<file path="config.mk">
export PLATFORM = sky130hd
export DESIGN_NAME = fsm_share_sched
export DESIGN_NICKNAME = d
export VERILOG_FILES = /design/src/rtl/fsm_share_sched.sv
export SDC_FILE = /design/constraint.sdc
export NUM_CORES = 1
export LEC_CHECK = 0
export ABC_AREA = 1
export CORE_UTILIZATION = 53
export CTS_BUF_LIST = sky130_fd_sc_hd__clkbuf_2 sky130_fd_sc_hd__clkbuf_4 sky130_fd_sc_hd__clkbuf_8
export DETAILED_ROUTE_END_ITERATION = 7
export PLACE_DENSITY = 0.88
export SETUP_SLACK_MARGIN = 0.1
export SLEW_MARGIN = 0
export SYNTH_ARGS = -nofsm -noshare
export SYNTH_HDL_FRONTEND = slang
export SYNTH_SLANG_ARGS = --single-unit
</file>
<file path="constraint.sdc">
create_clock -name clk -period 1.91 [get_ports clk]
set_input_delay 0.2865 -clock clk [delete_from_list [all_inputs] [get_ports clk]]
set_output_delay 0.2865 -clock clk [all_outputs]
set_load 0.02 [all_outputs]
</file>
<file path="src/rtl/fsm_share_sched.sv">
// Time-shares one serial-input Moore FSM among N_REQ requesters: grant, reset FSM, stream pattern LSB first, collect outputs.
// Define FSM_SCHED_RR_EN for round-robin arbitration; otherwise the lowest asserted index wins.
module fsm_share_sched #(
    parameter int N_REQ = 4,
    parameter int PAT_W = 8
) (
    input  logic                       clk,
    input  logic                       areset,
    input  logic [N_REQ-1:0]           req,
    input  logic [N_REQ*PAT_W-1:0]     pat_data,
    output logic [N_REQ-1:0]           grant,
    output logic                       fsm_rst,
    output logic                       fsm_in,
    input  logic                       fsm_out,
    output logic                       res_valid,
    output logic [$clog2(N_REQ)-1:0]   res_id,
    output logic [PAT_W-1:0]           res_data,
    output logic                       busy
);
    localparam int IDW = $clog2(N_REQ);
    localparam int CW  = $clog2(PAT_W + 1);
    localparam logic [CW-1:0] KLAST = CW'(PAT_W - 1);

    typedef enum logic [2:0] {IDLE, LOAD, FRST, SHIFT, DRAIN, DONE} state_t;
    state_t state, nxt;

    logic [CW-1:0]    k, k_d;
    logic [PAT_W-1:0] pat, pat_d, acc, acc_d, acc_in;
    logic [N_REQ-1:0] grant_d;
    logic             fsm_rst_d, fsm_in_d, res_valid_d, busy_d;
    logic [IDW-1:0]   res_id_d, win;
    logic [PAT_W-1:0] res_data_d;
    logic             any_req;

    assign any_req = |req;
    // New FSM output enters at the top; after PAT_W samples the first lands in bit 0.
    assign acc_in  = (acc >> 1) | (PAT_W'(fsm_out) << (PAT_W - 1));

`ifdef FSM_SCHED_RR_EN
    logic [IDW-1:0] ptr;

    function automatic logic [IDW-1:0] wrap(input int v);
        return IDW'(v % N_REQ);
    endfunction

    // Descending scan so the index closest to ptr is assigned last and wins.
    always_comb begin
        win = '0;
        for (int i = N_REQ - 1; i >= 0; i--)
            if (req[wrap(int'(ptr) + i)]) win = wrap(int'(ptr) + i);
    end

    always_ff @(posedge clk) begin
        if (areset)
            ptr <= '0;
        else if (state == IDLE && any_req)
            ptr <= (win == IDW'(N_REQ - 1)) ? '0 : win + 1'b1;
    end
`else
    always_comb begin
        win = '0;
        for (int i = N_REQ - 1; i >= 0; i--)
            if (req[i]) win = IDW'(i);
    end
`endif

    always_ff @(posedge clk) begin
        if (areset) state <= IDLE;
        else        state <= nxt;
    end

    always_comb begin
        nxt = state;
        case (state)
            IDLE:    if (any_req) nxt = LOAD;
            LOAD:    nxt = FRST;
            FRST:    nxt = SHIFT;
            SHIFT:   if (k == KLAST) nxt = DRAIN;
            DRAIN:   nxt = DONE;
            DONE:    nxt = IDLE;
            default: nxt = IDLE;
        endcase
    end

    // Register inputs are derived from the next state so every output is a flop.
    always_comb begin
        grant_d     = grant;
        fsm_rst_d   = (nxt == FRST);
        fsm_in_d    = 1'b0;
        res_valid_d = (nxt == DONE);
        busy_d      = (nxt != IDLE);
        res_id_d    = res_id;
        res_data_d  = res_data;
        k_d         = k;
        pat_d       = pat;
        acc_d       = acc;
        case (state)
            IDLE: if (any_req) begin
                grant_d  = N_REQ'(1) << win;
                res_id_d = win;
                pat_d    = pat_data[int'(win)*PAT_W +: PAT_W];
            end
            FRST: begin
                fsm_in_d = pat[0];
                pat_d    = pat >> 1;
                k_d      = '0;
            end
            SHIFT: begin
                fsm_in_d = (k == KLAST) ? 1'b0 : pat[0];
                pat_d    = pat >> 1;
                if (k != '0)    acc_d = acc_in;
                if (k != KLAST) k_d   = k + 1'b1;
            end
            DRAIN: begin
                acc_d      = acc_in;
                res_data_d = acc_in;
                grant_d    = '0;
            end
            default: ;
        endcase
    end

    always_ff @(posedge clk) begin
        if (areset) begin
            grant     <= '0;
            fsm_rst   <= 1'b0;
            fsm_in    <= 1'b0;
            res_valid <= 1'b0;
            busy      <= 1'b0;
            res_id    <= '0;
            res_data  <= '0;
            k         <= '0;
            pat       <= '0;
            acc       <= '0;
        end else begin
            grant     <= grant_d;
            fsm_rst   <= fsm_rst_d;
            fsm_in    <= fsm_in_d;
            res_valid <= res_valid_d;
            busy      <= busy_d;
            res_id    <= res_id_d;
            res_data  <= res_data_d;
            k         <= k_d;
            pat       <= pat_d;
            acc       <= acc_d;
        end
    end
endmodule

</file>
### Cells colored by class

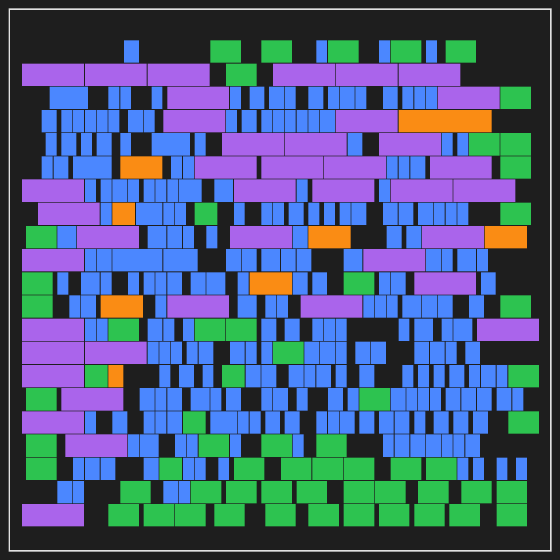
| color | class | cells | share of their area |
|---|---|---|---|
| blue | remaining logic cells | 249 | 43% |
| green | remaining buffers and delay cells | 61 | 23% |
| orange | clock drivers and dummy loads | 8 | 4.2% |
| purple | sequential cells | 40 | 30% |
Rows: 21
Seq area share: 29.5%
fin area: 2710 µm²
final core occ: 78.2%

### Cells by drive strength

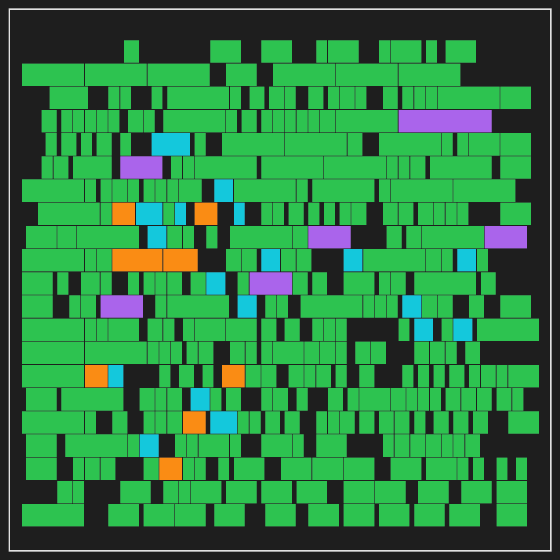
| color | size | cells | share |
|---|---|---|---|
| green | x1 and smaller | 326 | 91% |
| cyan | x2 | 18 | 5.0% |
| orange | x3 and x4 | 8 | 2.2% |
| purple | x6 and larger | 6 | 1.7% |

### Routing congestion

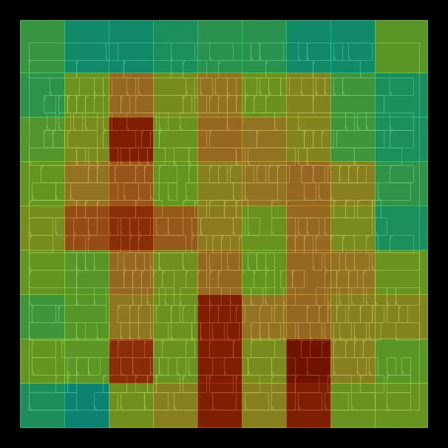
met3 Resource Use GR: 6.70%
wire per inst: 11.4 µm

==> impl_metrics.ini <==
; implementation run metrics
[floorplan]
ioPinCount = 57
die_h_um = 63.4
chipArea_um2 = 4010
die_w_um = 63.4

[sta]
fin_crit_ns = 1.56
finalSetupTns_ns = 0
maxSlewHeadroom_pct = 69.3
setup_viol = 0
hold_violations = 0
maxSlewViolCount = 0
max_freq_mhz = 639
min_period_over_period_pct = 81.9
rsz0062_at_grt = false

[setup_path]
start_kind = flip-flop
path_delay_family = simple AND/OR/NAND/NOR gates
crit_path_top_delay_cell = dfxtp_1
arrival_ns = 1.76
crit_path_end_kind = flip-flop
cp_common_cell = nor2_1
cp-startpoint = state[2]$_SDFF_PP0_
cp_max_fo = 13
crit_buf_inv = 1
required_ns = 2.10
critPathMaxStageDelay_ns = 0.50

[clocking]
cts_tree = built
post_cts.repair.setup_buffers = 0
root_buffer = clkbuf_8
cts_hold_buf = 0
worstSkewPairLatency_ns = 0.29
cts_buffers = 5

[run_status]
status = finished clean

[detailed_routing]
vias = 2063
final_antenna_net_count = 0
viasPerCell = 5.11
dr.first_iter.drc_count = 137
dr.pass1.iters = 5
drt-total-wl_um = 4620
drc_errors = 0

[placement]
dp_hpwl_um = 3560
place_congestion = 0.861
portBuffers = 56
placedCellCount = 396

[pwr]
ir_worst_vdd_mv = 0.674
p_leak_nw = 1.26
power.total_w = 0.00218
p_per_area_nw_per_um2 = 805

[yosys]
area_leaders = dfxtp_1, nand3_1, nor2_1, nand2_1, inv_1
ys_seq_share_pct = 40.1
yosys_warnings = 0
synth_area_leader_cell = dfxtp_1
syn_nets = 339
syn_area_um2 = 2000
ys_cells = 298
syn_avg_cell_area_um2 = 6.70
yosys-stat-area_um2 = 2000
postSynthCellCount = 298

[grt]
grt_pass1_vias = 1924
grt_first_pass_wirelength_um = 8020
antenna_found_initial = 0
grt_overflow = 0

[min_path]
hp-start = grant[1]$_SDFFE_PP0P_
hold_path.class = flip-flop to flip-flop

[finish]
fill_cells = 269
fin_cells = 404
post_route_cells_drive_above_1_share_pct = 8.94
area_delta_synth_final_pct = 35.9
diodes = 0

[flow_run]
log.warning_count = 27
drv_cap = 0
### Local utilization

Scale bar: 20 µm. The die is cut into 6 by 6 equal tiles; dark blue is low, red is high, 0 to 100% covered.
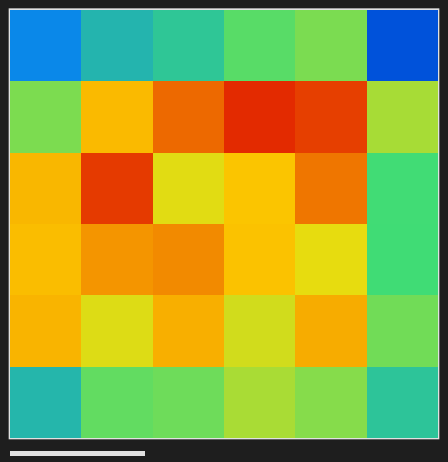
emptiest ninth of the die: north-west
fullest tile: 95%
tiles over 75% full: 42%
mean over tiles: 66%
floorplan core density: 57.5%
Core ar.: 3470 µm²

### Wiring heat map

Scale bar: 20 µm. The die is cut into 13 by 13 equal tiles; dark blue is low, red is high, scaled to the fullest tile. Values are wire area over tile area, all layers added.
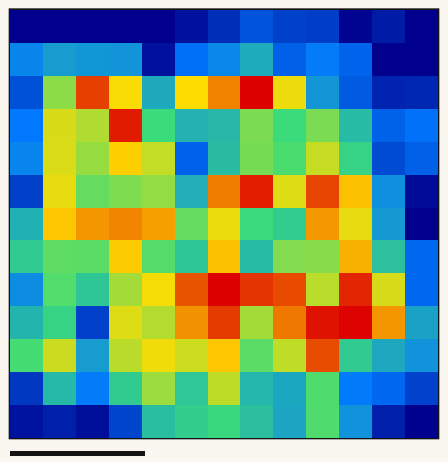
mean over tiles: 0.18
fullest tile: 0.39
emptiest ninth of the die: north-east
tiles over half the peak: 45%
nearly empty tiles: 6.5%

## metal layers
metal,GRT usage (%),vias to the layer above,wire (µm)
li1,-,1071,-
met1,28.8,939,2020
met2,43.9,43,2300
met3,6.70,10,206
met4,8.81,0,90
met5,0,-,0
## final cells by class
cell class | instances | area, µm² | area share [%]
Multi-Input combinational cell | 211 | 1000 | 36.9
Sequential cell | 40 | 801 | 29.5
Timing Repair Buffer | 61 | 598 | 22.1
Inverter | 38 | 143 | 5.26
Clock buffer | 5 | 68.8 | 2.54
Tap cell | 46 | 57.6 | 2.12
Clock inverter | 3 | 42.5 | 1.57
## registers in the layout, summed over array words and instances, names as in the netlist
name and flops:
pat 8, res_data 8, grant 4, busy 1, acc 7, state 3
k 4, res_id 2, res_valid 1, fsm_in 1, fsm_rst 1
## where the power goes
part	internal (W)	leakage, nW	switching (W)
registers	0.000912	0.326	0.0000473
clock network	0.000386	0.0541	0.000297
logic	0.000241	0.878	0.000299
## cells in the mapped netlist
cell type,n
nor2_1,51
nand2_1,47
nand3_1,47
dfxtp_1,40
inv_1,36
o21ai_0,26
a21oi_1,16
or2_2,7
nand2_2,4
clkbuf_1,3
buf_4,2
ha_1,2
inv_2,2
nor3_1,2
o21ai_2,2
a31oi_1,1
buf_1,1
buf_2,1
buf_6,1
clkbuf_2,1
nor2_2,1
nor2_4,1
nor3_4,1
nor3b_2,1
nor4_1,1
o31ai_1,1
## through the flow
stage | worst slack [ns] | hold slack, ns
4_1_cts | 0.320 | 0.468
3_3_place_gp | 0.157 | 0.449
3_5_place_dp | 0.144 | 0.450
2_1_floorplan | 0.670 | 0.356
6_report | 0.346 | 0.459
5_1_grt | 0.176 | 0.497
## worst reg2reg max path: stages, from the launching register on
cell	delay, ns
dfxtp_1	0.50
nand3_1	0.40
nand2_2	0.29
inv_2	0.10
nor2_1	0.12
nor2_1	0.06
## logic make-up (layout without fill, tap and decap cells)
kind of cell | Yosys count | in the layout | synth area share (%)
and+or+nand+nor | 163 | 163 | 36.8
DFF | 40 | 40 | 40.1
AOI/OAI and AO/OA | 46 | 46 | 12.1
buffers and inverters | 47 | 107 | 9.72
adders and majority gates | 2 | 2 | 1.25
## worst paths after layout
path / end / slack, ns / cells after the start
max: acc[6]$_SDFFE_PP0P_ / 0.35 / 5
max reg2reg: acc[6]$_SDFFE_PP0P_ / 0.35 / 5
min: grant[1]$_SDFFE_PP0P_ / 0.46 / 2
min reg2reg: grant[1]$_SDFFE_PP0P_ / 0.46 / 2
## cells in the final DEF (no fill, tap or decap), types with 2 or more instances in the layout
master and n:
ha_1 2, nor3_1 2, o21ai_2 2, nand2_1 47, nand3_1 47, nand2_2 4, clkbuf_8 5, inv_2 2
o21ai_0 26, inv_1 36, clkdlybuf4s50_1 56, buf_4 5, or2_2 7, nor2_1 51, dfxtp_1 40, a21oi_1 16
Power figures rest on the tool's default switching activity, not on a simulated workload.
